==> config.mk <==
export PLATFORM = sky130hd
export DESIGN_NAME = region_compositor_flat
export DESIGN_NICKNAME = d
export VERILOG_FILES = /design/src/rtl/region_compositor_if.sv /design/src/rtl/region_compositor.sv /design/src/flat_wrapper.sv
export SDC_FILE = /design/constraint.sdc
export NUM_CORES = 1
export LEC_CHECK = 0
export ABC_AREA = 1
export CAP_MARGIN = 0
export CELL_PAD_IN_SITES_DETAIL_PLACEMENT = 2
export CELL_PAD_IN_SITES_GLOBAL_PLACEMENT = 2
export CORE_UTILIZATION = 31
export CTS_CLUSTER_DIAMETER = 100
export CTS_CLUSTER_SIZE = 20
export DETAILED_ROUTE_END_ITERATION = 10
export PLACE_DENSITY_LB_ADDON = 0.12
export SETUP_SLACK_MARGIN = 0.02
export SLEW_MARGIN = 40
export SYNTH_ARGS = -nofsm -noshare
export SYNTH_HDL_FRONTEND = slang
export SYNTH_SLANG_ARGS = --single-unit
==> constraint.sdc <==
create_clock -name iCLK -period 3.3 [get_ports iCLK]
set_clock_uncertainty 0.05 [all_clocks]
set_input_delay 0.66 -clock iCLK [delete_from_list [all_inputs] [get_ports iCLK]]
set_output_delay 0.66 -clock iCLK [all_outputs]
set_load 0.02 [all_outputs]
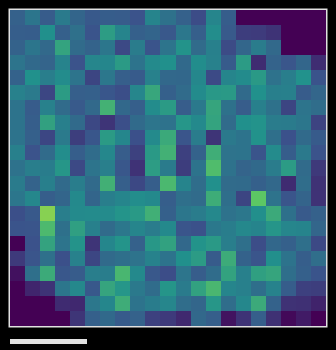
*Cell area per tile, run 1*
Bar = 50 microns. The die is cut into 21 by 21 equal tiles; dark purple is low, yellow is high, 0 to 100% covered.
The mean over all tiles is 35%. 5.0% of the tiles are nearly empty. 0.20% of the tiles are over 75% full. The fullest tile reaches 82%.
Starting Density: 31.46%
Layout Utilization: 38.26%
core area: 40920 sq um

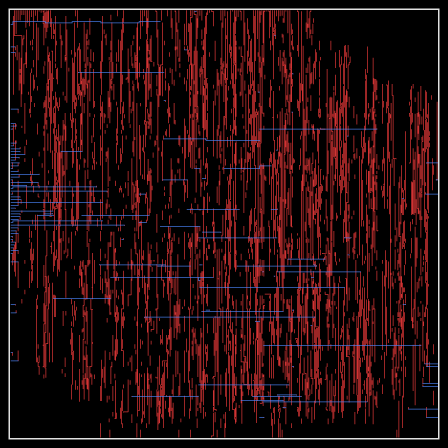
*Signal wires by layer, run 1*
Two of the layers only.
M3: in blue, wire length 1560 microns. M2: in red, wire length 21.2 mm.
via count: 10260
DRT Wirelength: 41.20 mm
WL/cell: 18.57 microns
Total GRT Usage: 19.72%

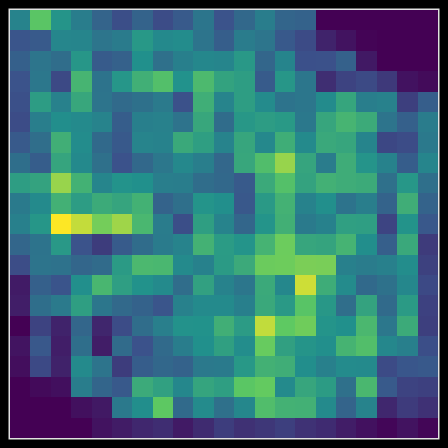
*Wire density map, run 1*
The die is cut into 21 by 21 equal tiles; dark purple is low, yellow is high, scaled to the fullest tile. Values are wire area over tile area, all layers added.
5.4% of the tiles are nearly empty. 31% of the tiles are over half the peak. The mean over all tiles is 0.15.

==> results_slide.txt, run 1 <==
Run Summary

Outcome
  • Status: completed

Setup path
  • Critical Path Start Type: flip-flop
  • Arrival time of the worst setup path: roughly 1600 ps
  • Reg2reg path depth: 8
  • Slowest cell on crit path: clkdlybuf4s50_1
  • CP Class: reg -> out
  • Slowest stage delay, CP: 650 ps

CTS
  • H-tree levels: 1
  • Clk buf depth: 3
  • CTS root buf: clkbuf_16
  • Inserted Clock Buffers: 16
  • Post_cts resized: 0
  • CTS tree: yes
  • Sink Count: approximately 260
  • Clk Latency, worst-skew pair: ~500 ps

Final timing
  • Final WS setup: between 900 and 1000 ps
  • Final hold vios: 0
  • Max-slew violations: 0
  • Worst Hold Slack: 448.7 ps
  • Worst Tran Pin Value: 626.9 ps
  • Slew margin rel.: ~58%
  • TNS Setup: 0 ps
  • Final worst path period need: about 2300 ps
  • Peak Freq: 430.5 MHz
  • Period utilization: between 70% and 80%

Synthesis
  • Syn Inst Count: 1515
  • Basic Gates by Area: between 15 and 20%
  • Adder Area Share: between 10% and 20%
  • Yosys Warn Count: 0
  • Area leader share: around a third
  • Area fraction in xor and xnor cells: 0%
  • Aoi share: 6.841%
  • Register share after synthesis: between 50% and 60%
  • Synthesized area per cell: between 8 and 9 sq um
  • Mapped cell area: between 10000 and 15000 sq um
  • Cell area leaders: edfxtp_1, dfxtp_1, ha_1
  • Syn Nets: between 1500 and 2000
  • FF+latch count, synth: between 200 and 300
  • Post-synth area from yosys stat: roughly 13000 sq um
  • Yosys Instances: between 1500 and 2000
  • Comb area leader: simple AND/OR/NAND/NOR gates

Hold path
  • Hold crit path type: in -> reg
  • WHS Path Cells: 2

Global route
  • Overflow after GRT: 0
  • Initial antenna violation count: 5
  • First-pass GRT wire length: about 62 mm
  • Vias in the first global route: roughly 11000
  • Pin count of the biggest net entering global routing: slightly below 80

Floorplan
  • Die height: 205.8 microns
  • Die Width: 205.8 microns
  • Row count: roughly 74
  • Io pins: approximately 160
  • Die footprint: between 40000 and 50000 sq um

Place
  • Placed wire-length estimate: roughly 32 mm
  • Placer Congestion: 0.7803
  • I/O Buffers: between 150 and 200

Pwr
  • Pleak: 7.270 nW
  • Switching share of power: approximately a quarter
  • Internal: about 5 mW
  • Sequential share of power: between 50% and 60%
  • Total power per unit cell area: around 430 nW/um^2
  • Clock power share: 31.2%
  • Combinational Power Share: between 15 and 20%
  • Worst VDD drop: 0.2511 mV

Cells and area
  • Layout area overhead: 21.59%
  • Layout Nets: 1943
  • Number of flip-flops in the largest register: roughly 72
  • Most frequent logic cell in the layout: inv_1
  • Share of layout cells above drive strength 1: approximately 3.4%

Route
  • DRC: 0
  • Vias per cell: 4.626
  • Drt pass-1 iters: 4

Run
  • Max cap viols: 0
[run 1: final cells by class]
type | count | area (sq um)
timing repair buffer | 183 | 1795
antenna | 2 | 5.005
clock buffer | 26 | 480.5
tap | 532 | 665.6
multi-input combinational | 906 | 4923
inverter | 314 | 1179
sequential | 255 | 6608
fill | 4623 | 25270
[run 1: power by group through the flow]
stage / registers [mW] / logic [mW] / clock network, mW
3_5_place_dp: 3.66 / 1.06 / 0
3_3_place_gp: 3.66 / 1.00 / 0
5_1_grt: 3.60 / 1.17 / 2.31
2_1_floorplan: 3.66 / 0.505 / 0
6_report: 3.59 / 1.03 / 2.10
4_1_cts: 3.59 / 1.07 / 2.19
[run 1: cell usage after synthesis]
master      n
buf_1       9
buf_6       1
nor2_2      3
buf_4       1
nand4_4     1
a21oi_1   105
clkbuf_1   18
nor2_1    260
edfxtp_1  150
a21o_1      5
mux2i_1     1
buf_2      11
o21a_1      1
inv_2       4
ha_1      138
nand3_1    21
dfxtp_1   105
inv_1     310
nand4_1     7
o21ai_0    62
nand2_1   302
[run 1: kinds of logic after synthesis]
| kind of cell | Yosys count |
|---|---|
| and+or+nand+nor | 594 |
| buffers and inverters | 354 |
| DFF | 255 |
| AOI/OAI and AO/OA | 173 |
| adders and majority gates | 138 |
| muxes | 1 |
[run 1: per-stage QoR]
step	instances	util, %	cell area [sq um]	total power, mW
after CTS	2216	38.23	15650	6.848
after global placement	2190	37.06	15170	4.658
final	2218	38.26	15660	6.720
after detailed placement	2190	37.06	15170	4.720
after global routing	2217	38.25	15650	7.087
after floorplan	1515	-	12880	4.164
[run 1: layer usage]
layer,part of all wire [%],GRT usage (%),vias up
met5,0.12,0,-
li1,-,-,5042
met3,3.8,3.199,53
met2,51,36.00,140
met1,43,23.91,5019
met4,2.2,4.911,6
==> run 2, diff against run 1 <==
==> constraint.sdc (replaced) <==
create_clock -name iCLK -period 1.9 [get_ports iCLK]
set_clock_uncertainty 0.05 [all_clocks]
set_input_delay 0.38 -clock iCLK [delete_from_list [all_inputs] [get_ports iCLK]]
set_output_delay 0.38 -clock iCLK [all_outputs]
set_load 0.02 [all_outputs]
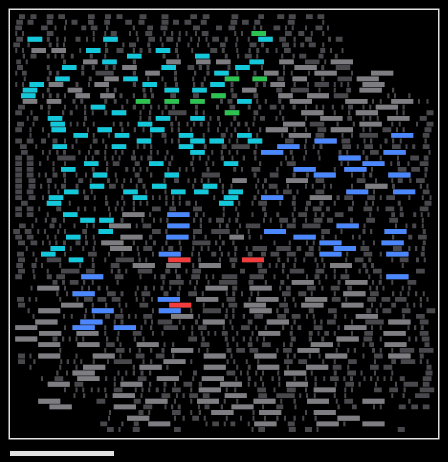
*Register map, names as in the netlist, run 2*
Bar = 50 microns. Other sequential cells in the stronger gray, the rest of the logic in the fainter gray.
u_core.s1_rgb: in cyan, placed flops 72. u_core.act_hstart: in blue, placed flops 36. u_core.bus.R: in green, placed flops 8, where top middle. u_core.act_key: in red, placed flops 3.
Another 136 sequential cells are not colored.
sequential cell power: 6.22 mW
sequential cell area share: 40.19%

==> run 2 against run 1 <==
First-iteration DRC count increased by 5.4%; worst hold slack got worse by 200 ps; area after synthesis unchanged; clock power increased by 72%; worst setup slack got worse by 940 ps; critical path depth increased by 9; count of clock-buffer cells in the layout decreased by 1; non-clock buffer count increased by 71; synthesized cell count unchanged; sequential cell count unchanged; critical endpoint is now u_core.s1_hit[1]; largest cell class unchanged.
==> results_slide.txt, run 2 <==
Run Summary

CTS
  • Inserted Clock Buffers: 16 (unchanged)
  • H-tree levels: 1 (unchanged)
  • Clk buf depth: 3 (unchanged)
  • CTS root buf: clkbuf_16
  • CTS tree: yes
  • Clk Latency, worst-skew pair: 510 ps (about the same)

Cells and area
  • Final Non-Filler Cells: 2287 (+3.1%)
  • Share of layout cells above drive strength 1: 8.034% (+4.6 points)
  • Number of flip-flops in the largest register: 72 (unchanged)
  • Layout Nets: 2014 (+3.7%)
  • Most frequent logic cell in the layout: inv_1

Floorplan
  • Core area: 40920 sq um (unchanged)
  • Row count: 74 (unchanged)
  • Die Width: 205.8 microns (unchanged)
  • Starting Density: 31.46% (unchanged)
  • Die footprint: 42360 sq um (unchanged)

Route
  • DRT Wirelength: 42.53 mm (+3.2%)

Synthesis
  • Mapped cell area: 12880 sq um (unchanged)
  • Yosys Warn Count: 0 (unchanged)
  • Most common cell in the netlist: inv_1
  • Area fraction in xor and xnor cells: 0% (unchanged)
  • Cell area leaders: edfxtp_1, dfxtp_1, ha_1
  • Aoi share: 6.841% (unchanged)
  • Comb area leader: simple AND/OR/NAND/NOR gates
  • Adder Area Share: 13.41% (unchanged)
  • Number of enable flip-flop cells: 150 (unchanged)
  • Synth Flop Type: edfxtp_1
  • Area leader share: 34.98% (unchanged)

Hold path
  • Hold crit path type: in -> reg
  • WHS Path Cells: 4 (+2)

Pwr
  • Total power per unit cell area: 717.6 nW/um^2 (+67%)
  • Worst VDD drop: 0.4367 mV (+74%)
  • Pleak: 7.806 nW (+7.4%)

Run
  • Max cap viols: 0 (unchanged)

Final timing
  • Period utilization: approximately 100%
  • Final hold vios: 0 (unchanged)
  • Worst Hold Slack: 246.7 ps (-202.1 ps)
  • Worst Tran Pin Value: 598.7 ps (-28.18 ps)
  • Peak Freq: 536.0 MHz
  • TNS Setup: 0 ps (unchanged)
  • Slew margin rel.: 60.09% (+1.9 points)

Setup path
  • Slowest cell on crit path: clkdlybuf4s50_1
  • CP Class: in -> reg
  • Slowest stage delay, CP: 470 ps (-180 ps)
  • Reg2reg path depth: 8 (unchanged)

Global route
  • Pin count of the biggest net entering global routing: 77 (unchanged)
  • Overflow after GRT: 0 (unchanged)
  • Vias in the first global route: 11523 (+3.8%)

Place
  • Placer Congestion: 0.8035 (+3.0%)
  • Placed cells: 2259 (+3.2%)

Outcome
  • Status: completed
[run 2: cells by family after synthesis]
group                      count (synthesis)
adders and majority gates                138
DFF                                      255
AOI/OAI and AO/OA                        173
buffers and inverters                    354
and+or+nand+nor                          594
muxes                                      1
[run 2: layout make-up]
cell class | count | area [sq um]
fill | 4594 | 24490
sequential | 255 | 6606
multi-input combinational | 906 | 4982
timing repair buffer | 254 | 2542
inverter | 314 | 1179
tap | 532 | 665.6
clock buffer | 25 | 455.4
clock inverter | 1 | 7.507
[run 2: what timing repair did]
action | in CTS | in global routing
gates resized | 31 | 16
pin swaps | 0 | 7
hold buffers | 0 | 0
buffers inserted | 0 | 2
endpoints found under the hold margin | 0 | 0
setup endpoints to repair | 27 | 77
[run 2: critical path, delay by kind of cell]
| family | cells | cell delay (ps) |
|---|---|---|
| fa+ha+maj | 1 | 330 |
| buf+inv | 3 | 800 |
| simple gates | 6 | 750 |
[run 2: per-stage QoR]
step / util, % / worst slack [ps] / cell area [sq um] / total power [mW]
after floorplan: - / 55.43 / 12880 / 7.229
after global placement: 38.90 / -630.6 / 15920 / 8.245
after detailed placement: 38.90 / -661.1 / 15920 / 8.359
after CTS: 39.99 / 17.88 / 16370 / 11.98
after global routing: 40.17 / 4.893 / 16440 / 12.40
final: 40.17 / 34.47 / 16440 / 11.80
[run 2: routing by layer]
metal / wire length (microns) / global-route usage (%) / part of all wire [%]
met3: 1714 / 2.819 / 4.0
met5: 27 / 0 / 0.063
met2: 21310 / 36.38 / 50
met4: 886 / 4.963 / 2.1
met1: 18590 / 25.76 / 44
[run 2: where the power goes]
part / total, mW / switching, mW / internal, mW
Sequential: 6.22 / 0.0965 / 6.12
Combinational: 1.97 / 1.14 / 0.828
Clock: 3.61 / 1.94 / 1.67
Total: 11.8 / 3.18 / 8.62
No activity file was given, so power comes from the tool's default toggle rates.
